`src/rtl/t2c_maze_pkg.sv`:
```
// Shared encodings for the maze bot: move codes, headings, motor drive codes,
// executor FSM states and the default maze size.
package t2c_maze_pkg;

  localparam logic [2:0] MV_STOP  = 3'd0;
  localparam logic [2:0] MV_FWD   = 3'd1;
  localparam logic [2:0] MV_LEFT  = 3'd2;
  localparam logic [2:0] MV_RIGHT = 3'd3;
  localparam logic [2:0] MV_UTURN = 3'd4;

  localparam logic [1:0] HD_N = 2'd0;
  localparam logic [1:0] HD_E = 2'd1;
  localparam logic [1:0] HD_S = 2'd2;
  localparam logic [1:0] HD_W = 2'd3;

  localparam logic [1:0] MOT_STOP = 2'b00;
  localparam logic [1:0] MOT_FWD  = 2'b01;
  localparam logic [1:0] MOT_REV  = 2'b10;

  typedef enum logic [1:0] {ST_IDLE, ST_RUN, ST_SETTLE, ST_HALT} state_e;

  localparam int GRID_DEF = 9;

  function automatic int max3(int a, int b, int c);
    int m;
    m = (a > b) ? a : b;
    return (m > c) ? m : c;
  endfunction

endpackage

```
`src/rtl/t2c_phase_timer.sv`:
```
// Loadable down-counter that times one motor phase; expire_o is high at zero.
module t2c_phase_timer #(
  parameter int W = 4
) (
  input  logic         clk,
  input  logic         rst_n,
  input  logic         load_i,
  input  logic [W-1:0] load_val_i,
  input  logic         count_i,
  output logic         expire_o
);

  logic [W-1:0] cnt_q;

  always_ff @(posedge clk or negedge rst_n) begin
    if (!rst_n)                       cnt_q <= '0;
    else if (load_i)                  cnt_q <= load_val_i;
    else if (count_i && cnt_q != '0)  cnt_q <= cnt_q - 1'b1;
  end

  assign expire_o = (cnt_q == '0);

endmodule

```
`src/rtl/t2c_motion_executor.sv`:
```
// Executes explorer move commands as timed motor phases and dead-reckons the
// bot's heading/position. Optional move counter is enabled by MOVE_COUNT_EN.
module t2c_motion_executor
  import t2c_maze_pkg::*;
#(
  parameter int FWD_CYCLES   = 8,
  parameter int TURN_CYCLES  = 4,
  parameter int UTURN_CYCLES = 8,
  parameter int GRID         = GRID_DEF,
  parameter int START_X      = 4,
  parameter int START_Y      = 0,
  parameter int EXIT_X       = 4,
  parameter int EXIT_Y       = 8
) (
  input  logic       clk,
  input  logic       rst_n,
  input  logic [2:0] move_in,
  input  logic       move_valid,
  output logic       move_ready,
  output logic [1:0] motor_l,
  output logic [1:0] motor_r,
  output logic       busy,
  output logic       done_pulse,
  output logic [3:0] pos_x,
  output logic [3:0] pos_y,
  output logic [1:0] heading,
  output logic       exit_reached,
  output logic       err_illegal,
  output logic [7:0] move_count
);

  localparam int CW = $clog2(max3(FWD_CYCLES, TURN_CYCLES, UTURN_CYCLES) + 1);

  state_e      state_q, state_d;
  logic [1:0]  ml_q, ml_d, mr_q, mr_d, hd_q, hd_d, phd_q, phd_d;
  logic [3:0]  x_q, x_d, y_q, y_d, px_q, px_d, py_q, py_d;
  logic        done_q, done_d, exit_q, exit_d, err_q, err_d, pill_q, pill_d;
  logic        tmr_load, tmr_expire, can_fwd;
  logic [CW-1:0] tmr_val;
  logic [3:0]  fwd_x, fwd_y;

  t2c_phase_timer #(.W(CW)) u_timer (
    .clk        (clk),
    .rst_n      (rst_n),
    .load_i     (tmr_load),
    .load_val_i (tmr_val),
    .count_i    (state_q == ST_RUN),
    .expire_o   (tmr_expire)
  );

  always_comb begin
    fwd_x   = x_q;
    fwd_y   = y_q;
    can_fwd = 1'b0;
    case (hd_q)
      HD_N: begin can_fwd = (y_q != 4'(GRID - 1)); fwd_y = y_q + 4'd1; end
      HD_E: begin can_fwd = (x_q != 4'(GRID - 1)); fwd_x = x_q + 4'd1; end
      HD_S: begin can_fwd = (y_q != 4'd0);          fwd_y = y_q - 4'd1; end
      default: begin can_fwd = (x_q != 4'd0);       fwd_x = x_q - 4'd1; end
    endcase
  end

  // Zero-motion commands still pass through RUN for one stopped cycle so the
  // completion lands on the second edge, same path as a one-cycle motion.
  always_comb begin
    state_d  = state_q;
    ml_d     = ml_q;
    mr_d     = mr_q;
    done_d   = 1'b0;
    x_d      = x_q;
    y_d      = y_q;
    hd_d     = hd_q;
    exit_d   = exit_q;
    err_d    = err_q;
    px_d     = px_q;
    py_d     = py_q;
    phd_d    = phd_q;
    pill_d   = pill_q;
    tmr_load = 1'b0;
    tmr_val  = '0;
    case (state_q)
      ST_IDLE: if (move_valid) begin
        state_d  = ST_RUN;
        tmr_load = 1'b1;
        px_d     = x_q;
        py_d     = y_q;
        phd_d    = hd_q;
        pill_d   = 1'b0;
        case (move_in)
          MV_FWD: if (can_fwd) begin
            ml_d = MOT_FWD; mr_d = MOT_FWD; tmr_val = CW'(FWD_CYCLES - 1);
            px_d = fwd_x;   py_d = fwd_y;
          end else pill_d = 1'b1;
          MV_LEFT: begin
            ml_d = MOT_REV; mr_d = MOT_FWD; tmr_val = CW'(TURN_CYCLES - 1);
            phd_d = hd_q - 2'd1;
          end
          MV_RIGHT: begin
            ml_d = MOT_FWD; mr_d = MOT_REV; tmr_val = CW'(TURN_CYCLES - 1);
            phd_d = hd_q + 2'd1;
          end
          MV_UTURN: begin
            ml_d = MOT_FWD; mr_d = MOT_REV; tmr_val = CW'(UTURN_CYCLES - 1);
            phd_d = hd_q + 2'd2;
          end
          MV_STOP: ;
          default: pill_d = 1'b1;
        endcase
      end
      ST_RUN: if (tmr_expire) begin
        state_d = ST_SETTLE;
        ml_d    = MOT_STOP;
        mr_d    = MOT_STOP;
        done_d  = 1'b1;
        x_d     = px_q;
        y_d     = py_q;
        hd_d    = phd_q;
        err_d   = err_q | pill_q;
      end
      ST_SETTLE: begin
        if (x_q == 4'(EXIT_X) && y_q == 4'(EXIT_Y)) begin
          state_d = ST_HALT;
          exit_d  = 1'b1;
        end else state_d = ST_IDLE;
      end
      ST_HALT: ;
      default: state_d = ST_IDLE;
    endcase
  end

  always_ff @(posedge clk or negedge rst_n) begin
    if (!rst_n) begin
      state_q <= ST_IDLE;
      ml_q    <= MOT_STOP;
      mr_q    <= MOT_STOP;
      done_q  <= 1'b0;
      x_q     <= 4'(START_X);
      y_q     <= 4'(START_Y);
      hd_q    <= HD_N;
      exit_q  <= 1'b0;
      err_q   <= 1'b0;
      px_q    <= 4'(START_X);
      py_q    <= 4'(START_Y);
      phd_q   <= HD_N;
      pill_q  <= 1'b0;
    end else begin
      state_q <= state_d;
      ml_q    <= ml_d;
      mr_q    <= mr_d;
      done_q  <= done_d;
      x_q     <= x_d;
      y_q     <= y_d;
      hd_q    <= hd_d;
      exit_q  <= exit_d;
      err_q   <= err_d;
      px_q    <= px_d;
      py_q    <= py_d;
      phd_q   <= phd_d;
      pill_q  <= pill_d;
    end
  end

`ifdef MOVE_COUNT_EN
  // Only commands that actually drove the motors count as moves.
  logic       motion_q, mv_motion;
  logic [7:0] cnt_q;

  assign mv_motion = (move_in == MV_FWD && can_fwd) || move_in == MV_LEFT ||
                     move_in == MV_RIGHT || move_in == MV_UTURN;

  always_ff @(posedge clk or negedge rst_n) begin
    if (!rst_n) begin
      motion_q <= 1'b0;
      cnt_q    <= '0;
    end else begin
      if (state_q == ST_IDLE && move_valid) motion_q <= mv_motion;
      if (state_q == ST_RUN && tmr_expire && motion_q && cnt_q != 8'hFF)
        cnt_q <= cnt_q + 8'd1;
    end
  end

  assign move_count = cnt_q;
`else
  assign move_count = 8'd0;
`endif

  assign move_ready   = (state_q == ST_IDLE);
  assign busy         = (state_q == ST_RUN) || (state_q == ST_SETTLE);
  assign motor_l      = ml_q;
  assign motor_r      = mr_q;
  assign done_pulse   = done_q;
  assign pos_x        = x_q;
  assign pos_y        = y_q;
  assign heading      = hd_q;
  assign exit_reached = exit_q;
  assign err_illegal  = err_q;

endmodule

```
`config.mk`:
```
export PLATFORM = sky130hd
export DESIGN_NAME = t2c_motion_executor
export DESIGN_NICKNAME = d
export VERILOG_FILES = /design/src/rtl/t2c_maze_pkg.sv /design/src/rtl/t2c_phase_timer.sv /design/src/rtl/t2c_motion_executor.sv
export SDC_FILE = /design/constraint.sdc
export NUM_CORES = 1
export LEC_CHECK = 0
export ABC_AREA = 1
export ABC_CLOCK_PERIOD_IN_PS = 2700
export CAP_MARGIN = 0
export CORE_UTILIZATION = 44
export DETAILED_ROUTE_END_ITERATION = 7
export PLACE_DENSITY_LB_ADDON = 0.15
export SETUP_SLACK_MARGIN = 0.4
export SLEW_MARGIN = 15
export SYNTH_ARGS = -nofsm -noshare
export SYNTH_HDL_FRONTEND = slang
export SYNTH_SLANG_ARGS = --single-unit
```
`constraint.sdc`:
```
create_clock -name clk -period 2.7 [get_ports clk]
set_input_delay 0.675 -clock clk [delete_from_list [all_inputs] [get_ports clk]]
set_output_delay 0.675 -clock clk [all_outputs]
set_load 0.005 [all_outputs]
```
### Gate-type map, run 1

Scale: 6 px per um.
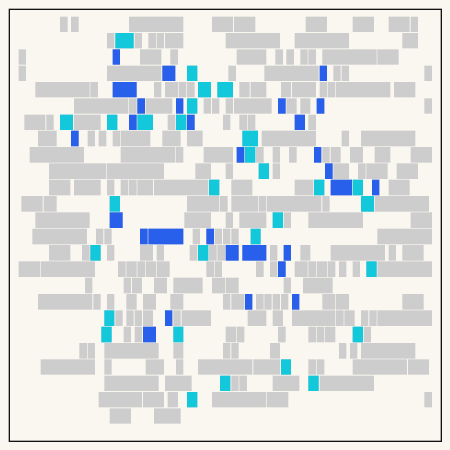
inverting AOI/OAI gates: drawn in cyan, cells 30. NOR gates: drawn in blue, cells 29.
logic share of the area: 43.7%
Top cell excl fill/tap: nand2_1
final non-filler cell total: 356

### Nets reached from selected ports, run 1

Scale: 4 px per um.
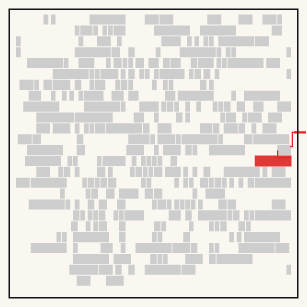
done_pulse: drawn in red, direction output, edge east, end cells 1, wire 9.60 um.

==> reports/qor.yml, run 1 <==
grt_pass1_vias: 1600
ant_nets: 0
insertion_delay_ns: 0.29
tns_ns: 0
setup_viol: 0
cp.required_ns: 2.03
rrSetupSlack_ns: 0.62
arrival_ns: 1.50
fillers: 453
path_class: "reg2out"
outcome: "complete, no violations"
grt_pass1_wl_um: 7540
ir_worst_vdd_v: 0.000507
synth-async-reset-ratio_pct: 100
top_cells_by_count: "nand2_1, inv_1, dfrtp_1"
crit_chain: "inv_1, ha_4, clkdlybuf4s50_1"
track_usage_pct: 19.2
viasPerCell: 4.97
numPortBuffers: 24
cts_tree: "yes"
worstHoldPathType: "reg2reg"
clock_path_buffers: 2
wl_um: 4340
initial_core_util_pct: 45.6
first_iter_violations: 86
cp_max_fo: 3
wl_per_cell_um: 12.2
tightestPinTransition_ns: 0.504
ys_types: 40
r2r-end: "px_q[3]"
rsz0062_at_grt: "no"
finalHoldViolCount: 0
synthTopCellsByArea: "dfrtp_1, nand2_1, ha_1"
drive_gt1_share_pct: 9.93
clkTransAtPathRegs_ns: 0.07
grt_max_degree: 35
clkSinkCount: 34
slew_viol_final: 0
avgSynthCellArea_um2: 7.87
cpPeakStageDelay_ns: 0.48
yosys_area_um2: 2140
dieArea_um2: 5150
drt_pass1_iterations: 4
holdWs_ns: 0.452
yosys_warnings: 0
warnings: 31
rows: 25
die_w_um: 71.8
relSlewSlack_pct: 66.3
edf_count: 0
endpoint_kind: "primary output"
postCtsResizedCells: 1
layout.nets: 321
powerDensity_nw_per_um2: 1110
numSynthFlops: 34
synth_top_area_share_pct: 37.4
crit_end: "busy"
cp-start-kind: "flip-flop"
cpMaxStageDelayCell: "clkdlybuf4s50_1"
insertedDiodeCount: 0
drc: 0
ys_cells: 272
ys_seq_share_pct: 39.9
post-cts-setup-buffers: 0
synth-main-ff-cell: "dfrtp_1"
min_period_over_period_pct: 80.7
top_cell: "nand2_1"
max-cap-violations: 0
io_pins: 33
min_period_ns: 2.18
fmax_ghz: 0.459
place_congestion: 0.824
die_h_um: 71.8
cts_max_level: 2
reg2reg_depth: 10
core_um2: 4690
vias: 1771
synth_area_um2: 2140
areaGrowthSynthToFinish_pct: 18.2
antenna_found_initial: 0
rr_startpoint: "heading[1]"
top_area_cell: "dfrtp_1"
gr-total-overflow: 0
cts_hold_buffers: 0
cts-root-buf: "clkbuf_8"
dp_hpwl_um: 3270
p_leak_nw: 1.28
postSynthCellCount: 272
startpoint: "state_q[0]"
### Clock wiring as the flow saved it, run 1

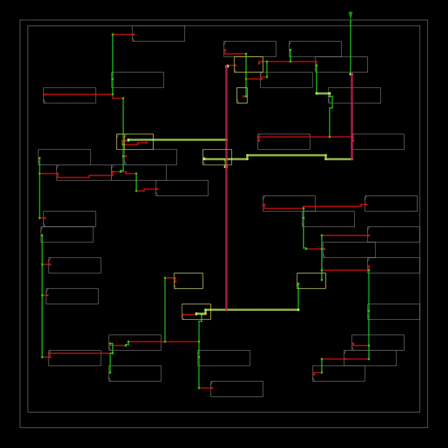
Clock Buffer Count: 7
clock skew: 0.00561 ns
clock buffer count from CTS: 5

==> run 1: report_power, final <==
part           switching, mW  leakage, nW  internal (mW)  total (mW)
Sequential             0.171        0.439          0.717       0.888
Clock                  0.184       0.0482          0.206       0.390
Combinational          0.856        0.797          0.670        1.53
Total                   1.21         1.28           1.59        2.80
==> run 1: layer usage <==
metal	GRT usage (%)	up-vias	wire [um]	share of wire, %
li1	-	915	-	-
met1	27.4	813	2200	51
met2	28.7	37	1920	44
met3	4.36	6	168	3.9
met4	6.54	0	57	1.3
met5	0	-	0	0
==> run 1: through the flow <==
stage	area (um^2)	power, mW	setup WS (ns)	util (%)	instances
after floorplan	2170	1.92	0.857	-	279
after global placement	2420	2.38	0.598	51.7	348
after detailed placement	2420	2.41	0.555	51.7	348
after CTS	2520	2.81	0.451	53.7	356
after global routing	2530	3.09	0.440	53.9	356
final	2530	2.80	0.522	53.9	356
==> run 1: how the worst min path moves through the flow <==
stage	startpoint	end	slack, ns	cells after the start
floorplan	rst_n	done_pulse	0.38	0
global placement	err_illegal	err_illegal	0.44	1
detailed placement	err_illegal	err_illegal	0.44	1
CTS	err_illegal	err_illegal	0.46	1
global route	err_illegal	err_illegal	0.50	1
finish	err_illegal	err_illegal	0.45	1
==> run 1: cells in the final DEF (no fill, tap or decap), types with 6 or more instances in the layout <==
cell / synthesis / final
dfrtp_1: 32 / 32
conb_1: 1 / 8
a21oi_1: 6 / 6
nand4_1: 10 / 10
o21ai_0: 16 / 16
clkbuf_8: 0 / 6
ha_1: 12 / 10
nand2_1: 71 / 71
inv_1: 35 / 35
nand3_1: 18 / 18
nor2_1: 20 / 20
clkdlybuf4s50_1: 0 / 24
==> run 1: worst max-delay path, delay by kind of cell (launching register included) <==
family                   cells  cell delay [ns]
buffers and inverters        2             0.57
flip-flops                   1             0.37
adder cells (fa/ha/maj)      1             0.27
==> run 1: cells by family (layout without fill, tap and decap cells) <==
logic type               after synthesis  in the layout  synth area share, %
flip-flops                            34             34                 39.9
AND-OR/OR-AND                         32             32                 8.48
other                                  1              8                0.175
XOR/XNOR                               5              5                 2.05
AND/OR/NAND/NOR                      136            136                 30.1
buffers and inverters                 50             73                 10.5
adder cells (fa/ha/maj)               14             14                 8.88
==> run 1: final cells by class <==
| cell class | count | area (um^2) | share of cell area, % |
|---|---|---|---|
| Inverter | 36 | 135 | 5.34 |
| Multi-Input combinational cell | 195 | 1100 | 43.7 |
| Timing Repair Buffer | 29 | 278 | 11.0 |
| Clock inverter | 1 | 5.00 | 0.198 |
| Tap cell | 54 | 67.6 | 2.67 |
| Clock buffer | 7 | 86.3 | 3.41 |
| Sequential cell | 34 | 853 | 33.7 |
==> run 1: state kept, by name, indices dropped and copies added, names as in the netlist <==
| name | count |
|---|---|
| pos_x | 4 |
| pos_y | 4 |
| px_q | 4 |
| py_q | 4 |
| u_timer.cnt_q | 4 |
| heading | 2 |
| motor_l | 2 |
| motor_r | 2 |
| phd_q | 2 |
| state_q | 2 |
| done_pulse | 1 |
| err_illegal | 1 |
| exit_reached | 1 |
| pill_q | 1 |
## Run 2: what changed since run 1
--- a/config.mk
+++ b/config.mk
@@ -6,7 +6,7 @@
 export NUM_CORES = 1
 export LEC_CHECK = 0
 export ABC_AREA = 1
-export ABC_CLOCK_PERIOD_IN_PS = 2700
+export ABC_CLOCK_PERIOD_IN_PS = 1970
 export CAP_MARGIN = 0
 export CORE_UTILIZATION = 44
 export DETAILED_ROUTE_END_ITERATION = 7
==> constraint.sdc (replaced) <==
create_clock -name clk -period 1.97 [get_ports clk]
set_input_delay 0.4925 -clock clk [delete_from_list [all_inputs] [get_ports clk]]
set_output_delay 0.4925 -clock clk [all_outputs]
set_load 0.005 [all_outputs]
### Local utilization, run 2

Scale: 4 px per um. The die is cut into 7 by 7 equal tiles; dark purple is low, yellow is high, 0 to 100% covered.
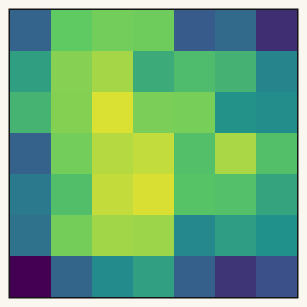
The densest ninth of the die: centre. 37% of the tiles are over 75% full. 2.0% of the tiles are nearly empty. The fullest tile reaches 95%. The mean over all tiles is 61%.

### Clock wiring as the flow saved it, run 2

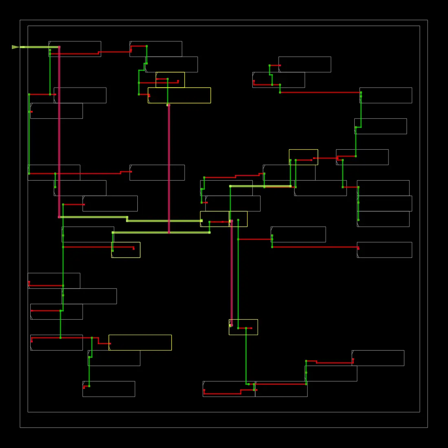
Clk power: 0.795 mW
CTS sink cnt: 34
Skew-Pair Late Insertion Delay: 0.30 ns

==> reports/qor.yml, run 2 <==
outcome: "complete, no violations"
endpoint_kind: "flip-flop"
finalHoldViolCount: 0  # unchanged
synth_top_area_share_pct: 37.4  # unchanged
top_cells_by_count: "nand2_1, inv_1, dfrtp_1"
grt_max_degree: 35  # unchanged
reg2reg_depth: 12  # +2
numSynthFlops: 34  # unchanged
slew_viol_final: 0  # unchanged
worstHoldPathType: "reg2reg"
areaGrowthSynthToFinish_pct: 48.6
ys_cells: 272  # unchanged
cts_max_level: 2  # unchanged
die_w_um: 71.8  # unchanged
top_cell: "nand2_1"
min_period_over_period_pct: 88.6
track_usage_pct: 21.9  # +2.7 points
first_iter_violations: 84  # -2.3%
drt_pass1_iterations: 4  # unchanged
wl_per_cell_um: 13.9  # +14%
path_class: "reg2reg"
grt.busiest_layer: "met2"
gr-total-overflow: 0  # unchanged
grt_pass1_wl_um: 8640  # +15%
arrival_ns: 1.93  # +0.43 ns
numPortBuffers: 24  # unchanged
cp-start-kind: "flip-flop"
clock_path_buffers: 2  # unchanged
cts_tree: "yes"
cpPeakStageDelay_ns: 0.45  # -0.03 ns
ys_seq_share_pct: 39.9  # unchanged
edf_count: 0  # unchanged
rows: 25  # unchanged
min_period_ns: 1.74
cts_buffers: 5  # unchanged
yosys_area_um2: 2140  # unchanged
place_congestion: 0.864  # +4.8%
insertedDiodeCount: 0  # unchanged
rrSetupSlack_ns: 0.23  # -0.39 ns
ant_nets: 0  # unchanged
crit_chain: "buf_12, ha_4, buf_4, buf_6, nand2_4, nand2_2, inv_2, nand2_4, nand4_1, nand2_1, nand3_1, nand2_1"
min_to: "motor_r[0]"
swShare_pct: 42.1  # -1.1 points
seqPwrFrac_pct: 21.8  # -9.9 points
cp_max_fo: 3  # unchanged
grt_use_met1_pct: 29.2  # +1.8 points
warnings: 34  # +9.7%
p_comb_share_pct: 63.1  # +8.7 points
ir_worst_vdd_v: 0.000931  # +84%
max-cap-violations: 0  # unchanged
dieArea_um2: 5150  # unchanged
worst_hold_startpoint: "motor_r[0]"
r2r-end: "py_q[2]"
synth-main-ff-cell: "dfrtp_1"
postSynthCellCount: 272  # unchanged
grtUsageMet2_pct: 35.7  # +7.0 points
fin_util_pct: 67.8  # +14 points
power.switching_mw: 2.22  # +83%
final.setup_skew_ns: 0.00610  # +0.000488 ns
synthTopCellsByArea: "dfrtp_1, nand2_1, ha_1"
layout.nets: 362  # +13%
cpMaxStageDelayCell: "dfrtp_2"
synth_area_um2: 2140  # unchanged
p_leak_nw: 1.62  # +26%
cts-root-buf: "clkbuf_8"
top_area_cell: "dfrtp_1"
yosys_warnings: 0  # unchanged
drc: 0  # unchanged
fmax_ghz: 0.573
cts_hold_buffers: 0  # unchanged
mostFrequentLayoutCell: "nand2_1"
rr_startpoint: "heading[0]"
clkTransAtPathRegs_ns: 0.07  # about the same
intPower_mw: 3.06  # +92%
ys_types: 40  # unchanged
globalRouteMet3Util_pct: 3.80  # -0.56 points
wl_um: 5510  # +27%
synth-async-reset-ratio_pct: 100  # unchanged
clock_power_share_pct: 15.1  # +1.2 points
drive_gt1_share_pct: 37.3  # +27 points
tns_ns: 0  # unchanged
layout_top_cells: "nand2_1, buf_4, dfrtp_1, inv_1"
io_pins: 33  # unchanged
viasPerCell: 5.11  # +2.7%
dp_hpwl_um: 3320  # +1.5%
antenna_found_initial: 0  # unchanged
grt_pass1_vias: 1879  # +17%
core_um2: 4690  # unchanged
avgSynthCellArea_um2: 7.87  # unchanged
rsz0062_at_grt: "yes"
vias: 2029  # +15%
initial_core_util_pct: 45.6  # unchanged
setup_viol: 0  # unchanged
hold_depth: 2  # +1
cp.required_ns: 2.15  # +0.12 ns
powerDensity_nw_per_um2: 1660  # +50%
die_h_um: 71.8  # unchanged
==> run 2: cell counts after synthesis <==
Identical to the previous run, type by type.
==> run 2: repair_timing <==
action / CTS / global route
pin swaps: 16 / 21
resized: 64 / 37
gates cloned: 1 / 0
setup endpoints to repair: 40 / 35
buffers inserted: 28 / 8
==> run 2: area by class of cell <==
cell class,count,area (um^2)
Clock inverter,3,68.8
Inverter,36,148
Clock buffer,5,68.8
Timing Repair Buffer,69,598
Sequential cell,34,860
Tap cell,54,67.6
Multi-Input combinational cell,196,1370
Fill cell,380,1510
==> run 2: worst max-delay path: cells and delay by family, from the launching register on <==
kind                       cells  cell delay (ns)
DFF                            1             0.45
adders and majority gates      1             0.18
buffers and inverters          4             0.45
and+or+nand+nor                7             0.55
==> run 2: logic make-up after synthesis <==
group / count (synthesis) / synth area share (%)
AND/OR/NAND/NOR: 136 / 30.1
buffers and inverters: 50 / 10.5
flip-flops: 34 / 39.9
AND-OR/OR-AND: 32 / 8.48
adder cells (fa/ha/maj): 14 / 8.88
XOR/XNOR: 5 / 2.05
other: 1 / 0.175
==> run 2: metrics by stage <==
step	area, um^2	hold WS [ns]	cells	power [mW]	worst slack (ns)
after floorplan	2230	0.197	279	2.74	0.307
after global placement	2530	0.442	352	3.43	0.0719
after detailed placement	2530	0.448	352	3.47	0.0293
after CTS	3020	0.473	389	4.86	0.186
after global routing	3180	0.496	397	5.65	0.119
final	3180	0.466	397	5.28	0.226
==> run 2: how the worst max path moves through the flow <==
stage | depth (start not counted) | endpoint | slack, ns | start
6_report | 12 | py_q[2] | 0.23 | heading[0]
5_1_grt | 12 | py_q[2] | 0.12 | heading[0]
4_1_cts | 3 | busy | 0.19 | state_q[0]
3_5_place_dp | 7 | phd_q[1] | 0.03 | move_in[1]
3_3_place_gp | 7 | phd_q[1] | 0.07 | move_in[1]
2_1_floorplan | 11 | px_q[3] | 0.31 | heading[1]
==> run 2: layer usage <==
layer,up-vias,share of wire (%)
li1,1007,-
met5,-,0
met1,978,47
met4,0,2.1
met3,10,2.7
met2,34,48
==> run 2: power by group through the flow <==
stage	registers (mW)	logic (mW)	clock network, mW
finish	1.15	3.33	0.795
detailed placement	1.24	2.22	0
global route	1.18	3.64	0.827
global placement	1.25	2.18	0
CTS	1.15	2.91	0.806
floorplan	1.20	1.53	0
## Run 3: what changed since run 2
--- a/config.mk
+++ b/config.mk
@@ -10,8 +10,9 @@
 export CAP_MARGIN = 0
 export CORE_UTILIZATION = 44
 export DETAILED_ROUTE_END_ITERATION = 7
+export GPL_ROUTABILITY_DRIVEN = 0
 export PLACE_DENSITY_LB_ADDON = 0.15
-export SETUP_SLACK_MARGIN = 0.4
+export SETUP_SLACK_MARGIN = 0.02
 export SLEW_MARGIN = 15
 export SYNTH_ARGS = -nofsm -noshare
 export SYNTH_HDL_FRONTEND = slang
==> reports/qor.yml, run 3 <==
outcome: "complete, no violations"
cts_max_level: 2  # unchanged
path_class: "reg2out"
powerDensity_nw_per_um2: 1500  # -9.5%
postSynthCellCount: 272  # unchanged
fillers: 436  # +15%
tns_ns: 0  # unchanged
avgSynthCellArea_um2: 7.87  # unchanged
finalHoldViolCount: 0  # unchanged
dp.cells: 354  # +0.57%
track_usage_pct: 19.3  # -2.7 points
endpoint_kind: "primary output"
min_period_ns: 1.89  # +0.143 ns
final_area_um2: 2620  # -18%
min_to: "err_illegal"
grt_pass1_wl_um: 7620  # -12%
rsz0062_at_grt: "yes"
reg2reg_depth: 11  # -1
die_w_um: 71.8  # unchanged
rrSetupSlack_ns: 0.14  # -0.09 ns
initial_core_util_pct: 45.6  # unchanged
p_total_mw: 3.93  # -26%
cts_tree: "yes"
min_period_over_period_pct: 95.8  # +7.2 points
insertion_delay_ns: 0.29  # about the same
die_h_um: 71.8  # unchanged
clkTransAtPathRegs_ns: 0.07  # about the same
drc: 0  # unchanged
fmax_ghz: 0.530  # -7.6%
core_um2: 4690  # unchanged
ant_nets: 0  # unchanged
mostFrequentLayoutCell: "nand2_1"
ys_types: 40  # unchanged
synth_top_area_share_pct: 37.4  # unchanged
dp_hpwl_um: 3260  # -1.7%
layout_top_cells: "nand2_1, inv_1, dfrtp_1, clkdlybuf4s50_1, nor2_1"
rows: 25  # unchanged
layout.nets: 331  # -8.6%
r2r-end: "px_q[3]"
cts_buffers: 5  # unchanged
top_area_cell: "dfrtp_1"
ir_worst_vdd_v: 0.000749  # -19%
drive_gt1_share_pct: 14.1  # -23 points
gr-total-overflow: 0  # unchanged
worst_slack_ns: 0.0829  # -0.143 ns
worst_hold_startpoint: "err_illegal"
yosys_warnings: 0  # unchanged
fin_util_pct: 55.8  # -12 points
ys_seq_share_pct: 39.9  # unchanged
numSynthFlops: 34  # unchanged
clkSinkCount: 34  # unchanged
synthTopCellsByArea: "dfrtp_1, nand2_1, ha_1"
regArea_um2: 853  # -0.73%
top_cell: "nand2_1"
holdWs_ns: 0.463  # -0.00351 ns
edf_count: 0  # unchanged
slew_viol_final: 0  # unchanged
insertedDiodeCount: 0  # unchanged
synth-main-ff-cell: "dfrtp_1"
cp_max_fo: 2  # -1
vias: 1792  # -12%
rr_startpoint: "heading[1]"
swShare_pct: 43.2  # +1.1 points
p_leak_nw: 1.36  # -16%
comb_area_um2: 1120  # -18%
power.switching_mw: 1.70  # -24%
antenna_found_initial: 0  # unchanged
viasPerCell: 4.90  # -4.2%
yosys_area_um2: 2140  # unchanged
grt_pass1_vias: 1647  # -12%
synth_area_um2: 2140  # unchanged
final_cells: 366  # -7.8%
intPower_mw: 2.23  # -27%
drt_pass1_iterations: 4  # unchanged
clock_path_buffers: 2  # unchanged
ys_cells: 272  # unchanged
clock_power_share_pct: 12.8  # -2.3 points
wl_per_cell_um: 12.1  # -13%
cp.required_ns: 1.48  # -0.67 ns
cts-root-buf: "clkbuf_8"
worstHoldPathType: "reg2reg"
## run 3: worst max path at each step
| stage | startpoint | end | slack [ns] | cells after the start |
|---|---|---|---|---|
| after floorplan | heading[1] | px_q[3] | 0.13 | 10 |
| after global placement | move_in[1] | phd_q[1] | 0.06 | 7 |
| after detailed placement | move_in[1] | phd_q[1] | 0.03 | 8 |
| after CTS | heading[1] | px_q[3] | 0.05 | 10 |
| after global routing | heading[1] | px_q[3] | -0.004 | 11 |
| final | state_q[0] | move_ready | 0.08 | 3 |
## run 3: layout make-up
class | instances | area share [%]
Multi-Input combinational cell | 195 | 42.9
Sequential cell | 34 | 32.6
Timing Repair Buffer | 39 | 13.6
Inverter | 36 | 5.17
Clock buffer | 8 | 3.06
Tap cell | 54 | 2.58
## run 3: power by group through the flow
stage	Combinational [mW]	Clock (mW)	Sequential (mW)
after global placement	2.09	0	1.21
after CTS	2.17	0.518	1.21
after floorplan	1.44	0	1.19
after global routing	2.54	0.546	1.25
after detailed placement	2.12	0	1.22
final	2.22	0.502	1.21
## run 3: repair_timing
| action | 4_1_cts | 5_1_grt |
|---|---|---|
| gates resized | 4 | 7 |
| endpoints found under the setup margin | 2 | 3 |
| hold buffers | 0 | 0 |
| setup buffers | 2 | 2 |
## run 3: routing by layer
metal,wire length [um],vias to the layer above,track usage [%]
li1,-,935,-
met1,2280,818,27.8
met2,1920,32,28.4
met3,184,7,4.64
met4,53,0,6.32
met5,0,-,0
## run 3: logic make-up (layout without fill, tap and decap cells)
| group | Yosys count | after routing | share of synthesized area [%] |
|---|---|---|---|
| adders and majority gates | 14 | 14 | 8.88 |
| other | 1 | 8 | 0.175 |
| DFF | 34 | 34 | 39.9 |
| xor gates and xnor gates | 5 | 5 | 2.05 |
| and+or+nand+nor | 136 | 136 | 30.1 |
| AOI/OAI and AO/OA | 32 | 32 | 8.48 |
| buffers and inverters | 50 | 83 | 10.5 |
## run 3: worst max-delay path: stages (launching register included)
cell and delay, ns:
dfrtp_1 0.39, inv_2 0.09, ha_4 0.14, clkdlybuf4s50_1 0.49
### Clock wiring as the flow saved it, run 3

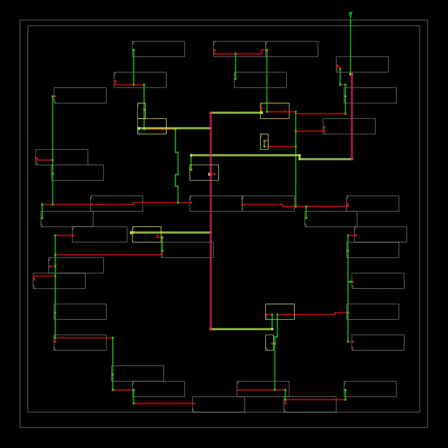
Seq cells: 34
Clock Buffer Count: 8
Clk power: 0.502 mW
clock skew: 0.00746 ns

### Nets reached from selected ports, run 3

Scale: 4 px per um.
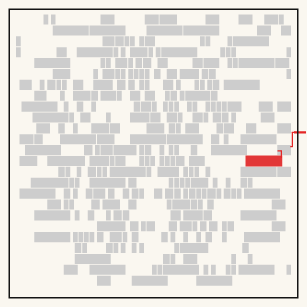
done_pulse: drawn in red, direction output, edge east, end cells 1, wire 7.30 um.
I/O pin total: 33
IO buf count: 24

Power and IR drop assume default switching activity.
